==> config.mk <==
export PLATFORM = sky130hd
export DESIGN_NAME = dmem_responder
export DESIGN_NICKNAME = d
export VERILOG_FILES = /design/src/rtl/dmem_responder.sv
export SDC_FILE = /design/constraint.sdc
export NUM_CORES = 2
export LEC_CHECK = 0
export ABC_AREA = 1
export CORE_ASPECT_RATIO = 0.9
export CORE_MARGIN = 2
export CORE_UTILIZATION = 40
export DETAILED_ROUTE_END_ITERATION = 10
export PLACE_DENSITY = 0.64
export REMOVE_ABC_BUFFERS = 1
export SLEW_MARGIN = 15
export SYNTH_ARGS = -nofsm -noshare
export SYNTH_HDL_FRONTEND = slang
export SYNTH_SLANG_ARGS = --single-unit
==> constraint.sdc <==
create_clock -name clk -period 10.9 [get_ports clk]
set_input_delay 2.18 -clock clk [delete_from_list [all_inputs] [get_ports clk]]
set_output_delay 2.18 -clock clk [all_outputs]
set_load 0.01 [all_outputs]
==> src/rtl/dmem_responder.sv <==
// Data-memory responder for a single-cycle core: word RAM plus a GPIO output
// register, a one-shot countdown timer with done interrupt, and a free-running cycle counter.
module dmem_responder #(
  parameter int unsigned RAM_WORDS = 64
) (
  input  logic        clk,
  input  logic        rst,
  input  logic [31:0] addr,
  input  logic [31:0] wd,
  input  logic        we,
  output logic [31:0] rd,
  output logic [31:0] gpio_out,
  output logic        timer_irq
);

  localparam int unsigned AW = $clog2(RAM_WORDS);

  localparam logic [1:0] ST_IDLE = 2'd0;
  localparam logic [1:0] ST_RUN  = 2'd1;
  localparam logic [1:0] ST_DONE = 2'd2;

  localparam logic [2:0] SEL_GPIO   = 3'd0;
  localparam logic [2:0] SEL_LOAD   = 3'd1;
  localparam logic [2:0] SEL_COUNT  = 3'd2;
  localparam logic [2:0] SEL_STATUS = 3'd3;
  localparam logic [2:0] SEL_CYCLE  = 3'd4;

  logic [31:0]   mem [RAM_WORDS];
  logic [AW-1:0] ram_idx;
  logic [2:0]    sel;
  logic          periph;
  logic          gpio_we, load_we, clear_we;

  logic [1:0]  state_q, state_d;
  logic [31:0] count_q, count_d;
  logic [31:0] gpio_q, gpio_d;
  logic [31:0] cycle_q, cycle_d;
  logic        irq_q;

  // Address bits outside the decoded fields are don't-care by design.
  logic unused_addr;
  assign unused_addr = ^{addr[31:12], addr[10:AW+2], addr[1:0]};

  assign ram_idx  = addr[AW+1:2];
  assign sel      = addr[4:2];
  assign periph   = addr[11];
  assign gpio_we  = we & periph & (sel == SEL_GPIO);
  assign load_we  = we & periph & (sel == SEL_LOAD);
  assign clear_we = we & periph & (sel == SEL_STATUS) & wd[0];

  // RAM has no reset; stores during reset are dropped.
  always_ff @(posedge clk) begin
    if (!rst && we && !periph) begin
      mem[ram_idx] <= wd;
    end
  end

  always_ff @(posedge clk) begin
    if (rst) begin
      state_q <= ST_IDLE;
      count_q <= '0;
      gpio_q  <= '0;
      cycle_q <= '0;
      irq_q   <= 1'b0;
    end else begin
      state_q <= state_d;
      count_q <= count_d;
      gpio_q  <= gpio_d;
      cycle_q <= cycle_d;
      irq_q   <= (state_d == ST_DONE);
    end
  end

  // Next-state logic; a TIMER_LOAD write overrides whatever the timer was doing.
  always_comb begin
    state_d = state_q;
    count_d = count_q;
    gpio_d  = gpio_q;
    cycle_d = cycle_q + 32'd1;
    if (gpio_we) begin
      gpio_d = wd;
    end
    if (load_we) begin
      count_d = wd;
      state_d = (wd != 32'd0) ? ST_RUN : ST_DONE;
    end else begin
      case (state_q)
        ST_IDLE: ;
        ST_RUN: begin
          count_d = count_q - 32'd1;
          if (count_q == 32'd1) begin
            state_d = ST_DONE;
          end
        end
        ST_DONE: begin
          if (clear_we) begin
            state_d = ST_IDLE;
          end
        end
        default: state_d = ST_IDLE;
      endcase
    end
  end

  // Combinational read path so the core sees load data in the same cycle.
  always_comb begin
    rd = '0;
    if (!periph) begin
      rd = mem[ram_idx];
    end else begin
      case (sel)
        SEL_GPIO:   rd = gpio_q;
        SEL_COUNT:  rd = count_q;
        SEL_STATUS: rd = {30'd0, state_q == ST_RUN, state_q == ST_DONE};
        SEL_CYCLE:  rd = cycle_q;
        default:    rd = '0;
      endcase
    end
  end

  assign gpio_out  = gpio_q;
  assign timer_irq = irq_q;

endmodule

The metal 3 layer:
Bar = 100 um.
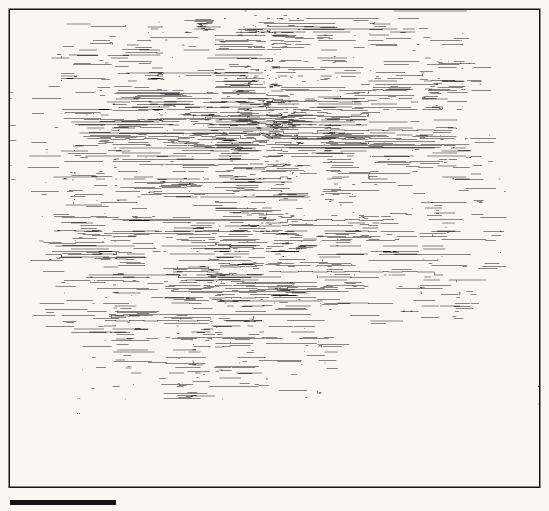
share of all routed wire: 11%
longest straight run: 177 um
main direction: horizontal
wire length on this layer: 28.7 mm
nets with wire on the layer: 552
total routed wirelength: 270.2 mm
met3 track demand over resource: 0.04345
total via count after detailed routing: 61190

Cell area per tile:
The die is cut into 25 by 22 equal tiles; white is low, dark blue is high, 0 to 100% covered.
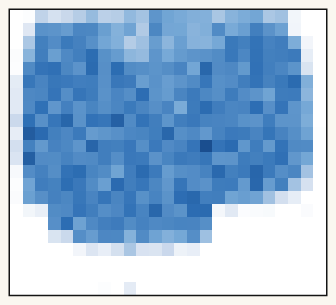
fullest tile: 88%
densest ninth of the die: middle
tiles over 75% full: 5.5%
mean over tiles: 43%
emptiest ninth of the die: bottom right
nearly empty tiles: 26%
utilization after layout: 0.4532
standard cell core area: 219200 um^2
starting utilization of the core area: 0.4023

Placed standard cells:
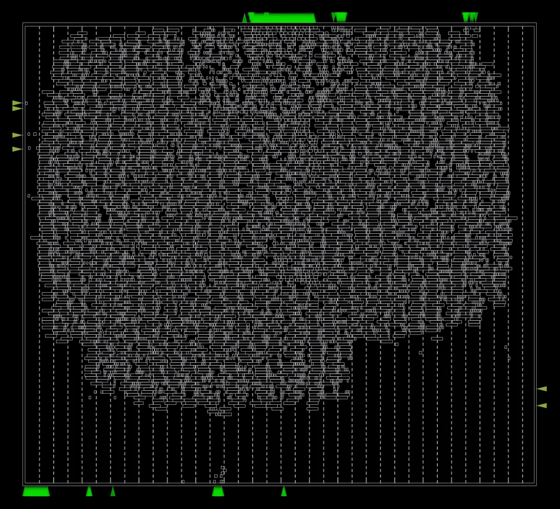
sequential cell count: 2147
share of the final layout cell area in sequential cells: 0.6389
number of tapcells: 2887
row count: 163
layout filler cell count: 19540

==> run notes <==
Implementation numbers.

- The flow ran to the end, and the final reports show no timing, DRC or antenna violations.
- The first global-routing pass estimated roughly 390 mm of wire.
- In this run, the synthesized area fraction spent on xor and xnor cells is recorded as 0.002482.
- The power group with the highest consumption is sequential cells.
- In this run the remaining antenna-violating nets after routing total 0.
- The global-route total usage across every layer is 0.2354.
- The total half-perimeter wirelength after legalization and detailed placement is between 100 and 150 mm.
- The power report lists the sequential group at slightly above 0.009 W.
- After clock tree synthesis, the flow added hold-fix buffers numbering 0.
- The cell family with the largest share of critical-path delay is buffers and inverters.
- The later-pin clock latency in the skew report is 0.85 ns.
- The number of global-route vias before repair is roughly 57000.
- The critical path startpoint category is an input port.
- Including well taps, the total number of placed cells is approximately 11000.
- The yosys cell count is 8096.
- The count of final setup violators is 0.
- The horizontal die dimension reported for this design is 499.0 um.
- The summed standard-cell area reported by yosys is between 80000 and 90000 um^2.
- For reference, the critical path cell chain is buf_8, buf_4, nor2_4, buf_12, a21oi_1, nand4_1, nand3_1, nand2_1, nor2_1, nand3_1, nand2_1, nand2_1, clkdlybuf4s50_1.
- The largest individual stage delay along the critical path comes from the cell sky130_fd_sc_hd__buf_4.
- After its last routability iteration, the placer logged a weighted congestion of 0.9582.
- The kind of end point of the critical path is an output port.
- Dividing the final minimum period by the clock period gives 0.7973.
- The tally of max-capacitance violations is 0.
- The clock tree from TritonCTS is yes.
- The clock edge transition at the registers on the reported setup and hold paths is approximately 0.070 ns.
- Dividing the synthesized area by the synthesized cell count gives 10.89 um^2.
- The maximum count of clock buffers along a single path is 3.
- The H-tree level count is 4.
- Across the whole layout, storage elements account for roughly 63000 um^2.
- The peak supply drop is about 0.14 mV.
- The first detailed-routing pass took 6 iterations.
- Per the log, the first TritonRoute iteration ended with a DRC count of 8406.
- In this design, the critical path's most frequently occurring cell is sky130_fd_sc_hd__nand2_1.
- The classification of the worst setup path is input port to output port.
- The final max-slew violation count is 0.
- The area overhead of the layout relative to synthesis is 12.64%.
- The power report attributes to the clock group a share of 0.405.
==> metal layers <==
layer / part of all wire / vias up / GRT usage
met4: 0.045 / 2 / 0.09760
li1: - / 27590 / -
met1: 0.40 / 29730 / 0.3268
met2: 0.45 / 3345 / 0.3642
met3: 0.11 / 523 / 0.04345
met5: 0.000033 / - / 0
==> cell usage after synthesis, drive strengths merged <==
master / count / area share
a211oi: 2 / 0.00017
a21oi: 215 / 0.012
a221oi: 1 / 0.000099
a22oi: 1 / 0.000085
a31oi: 17 / 0.0012
and2: 1 / 0.000071
and3: 1 / 0.000071
buf: 255 / 0.014
clkbuf: 174 / 0.0074
clkinv: 2 / 0.000085
dfxtp: 99 / 0.022
edfxtp: 2048 / 0.70
ha: 3 / 0.00043
inv: 265 / 0.011
nand2: 3722 / 0.16
nand3: 561 / 0.032
nand3b: 7 / 0.00060
nand4: 222 / 0.016
nor2: 297 / 0.013
nor3: 21 / 0.0012
nor3b: 3 / 0.00026
nor4: 10 / 0.00071
o211ai: 1 / 0.000085
o21a: 1 / 0.000085
o21ai: 104 / 0.0059
o221ai: 10 / 0.00099
o22ai: 25 / 0.0018
or2: 3 / 0.00021
xnor2: 2 / 0.00020
xor2: 23 / 0.0023
==> cells in the final DEF, fill, tap and decap left out, types with 85 or more instances in the layout <==
master                      synthesis  layout
sky130_fd_sc_hd__inv_1            253     251
sky130_fd_sc_hd__nand2_1         3720    3717
sky130_fd_sc_hd__dfxtp_1           99      99
sky130_fd_sc_hd__nor2_1           293     225
sky130_fd_sc_hd__nand3_1          561     561
sky130_fd_sc_hd__buf_4              7     162
sky130_fd_sc_hd__clkbuf_16          0     208
sky130_fd_sc_hd__nand4_1          222     222
sky130_fd_sc_hd__edfxtp_1        2048    2048
sky130_fd_sc_hd__o21ai_0           85      85
sky130_fd_sc_hd__a21oi_1          215     215
==> worst paths after layout <==
check / start / to / slack (ns) / cells past startpoint
setup reg to reg: cycle_q[2] / cycle_q[31] / 8.67 / 9
hold reg to reg: cycle_q[0] / cycle_q[0] / 0.46 / 1
hold / removal: cycle_q[0] / cycle_q[0] / 0.46 / 1
setup / recovery: addr[3] / rd[15] / 2.21 / 13
==> area by class of cell <==
class,instances,share of cell area
Tap cell,2887,0.03636
Clock buffer,256,0.05420
Clock inverter,117,0.01063
Sequential cell,2147,0.6389
Antenna cell,3,0.00007556
Multi-Input combinational cell,5253,0.2249
Inverter,267,0.01036
Timing Repair Buffer,283,0.02453
==> stage by stage <==
step	utilization	setup WS, ns	hold WS (ns)	instance area (um^2)	setup TNS (ns)
final	0.4532	2.209	0.4607	99350	0
after global routing	0.4531	2.192	0.4736	99350	0
after global placement	0.4238	2.404	0.4253	92900	0
after CTS	0.4531	2.434	0.4588	99350	0
after floorplan	-	-4.324	0.4154	86320	-957.28
after detailed placement	0.4238	2.438	0.4438	92900	0
==> sequential cells by signal (all words and copies together) (netlist names) <==
name       cells
gpio_out      32
cycle_q       32
state_q        2
timer_irq      1
count_q       32
mem         2048
Power is estimated from default activity; no workload was simulated.
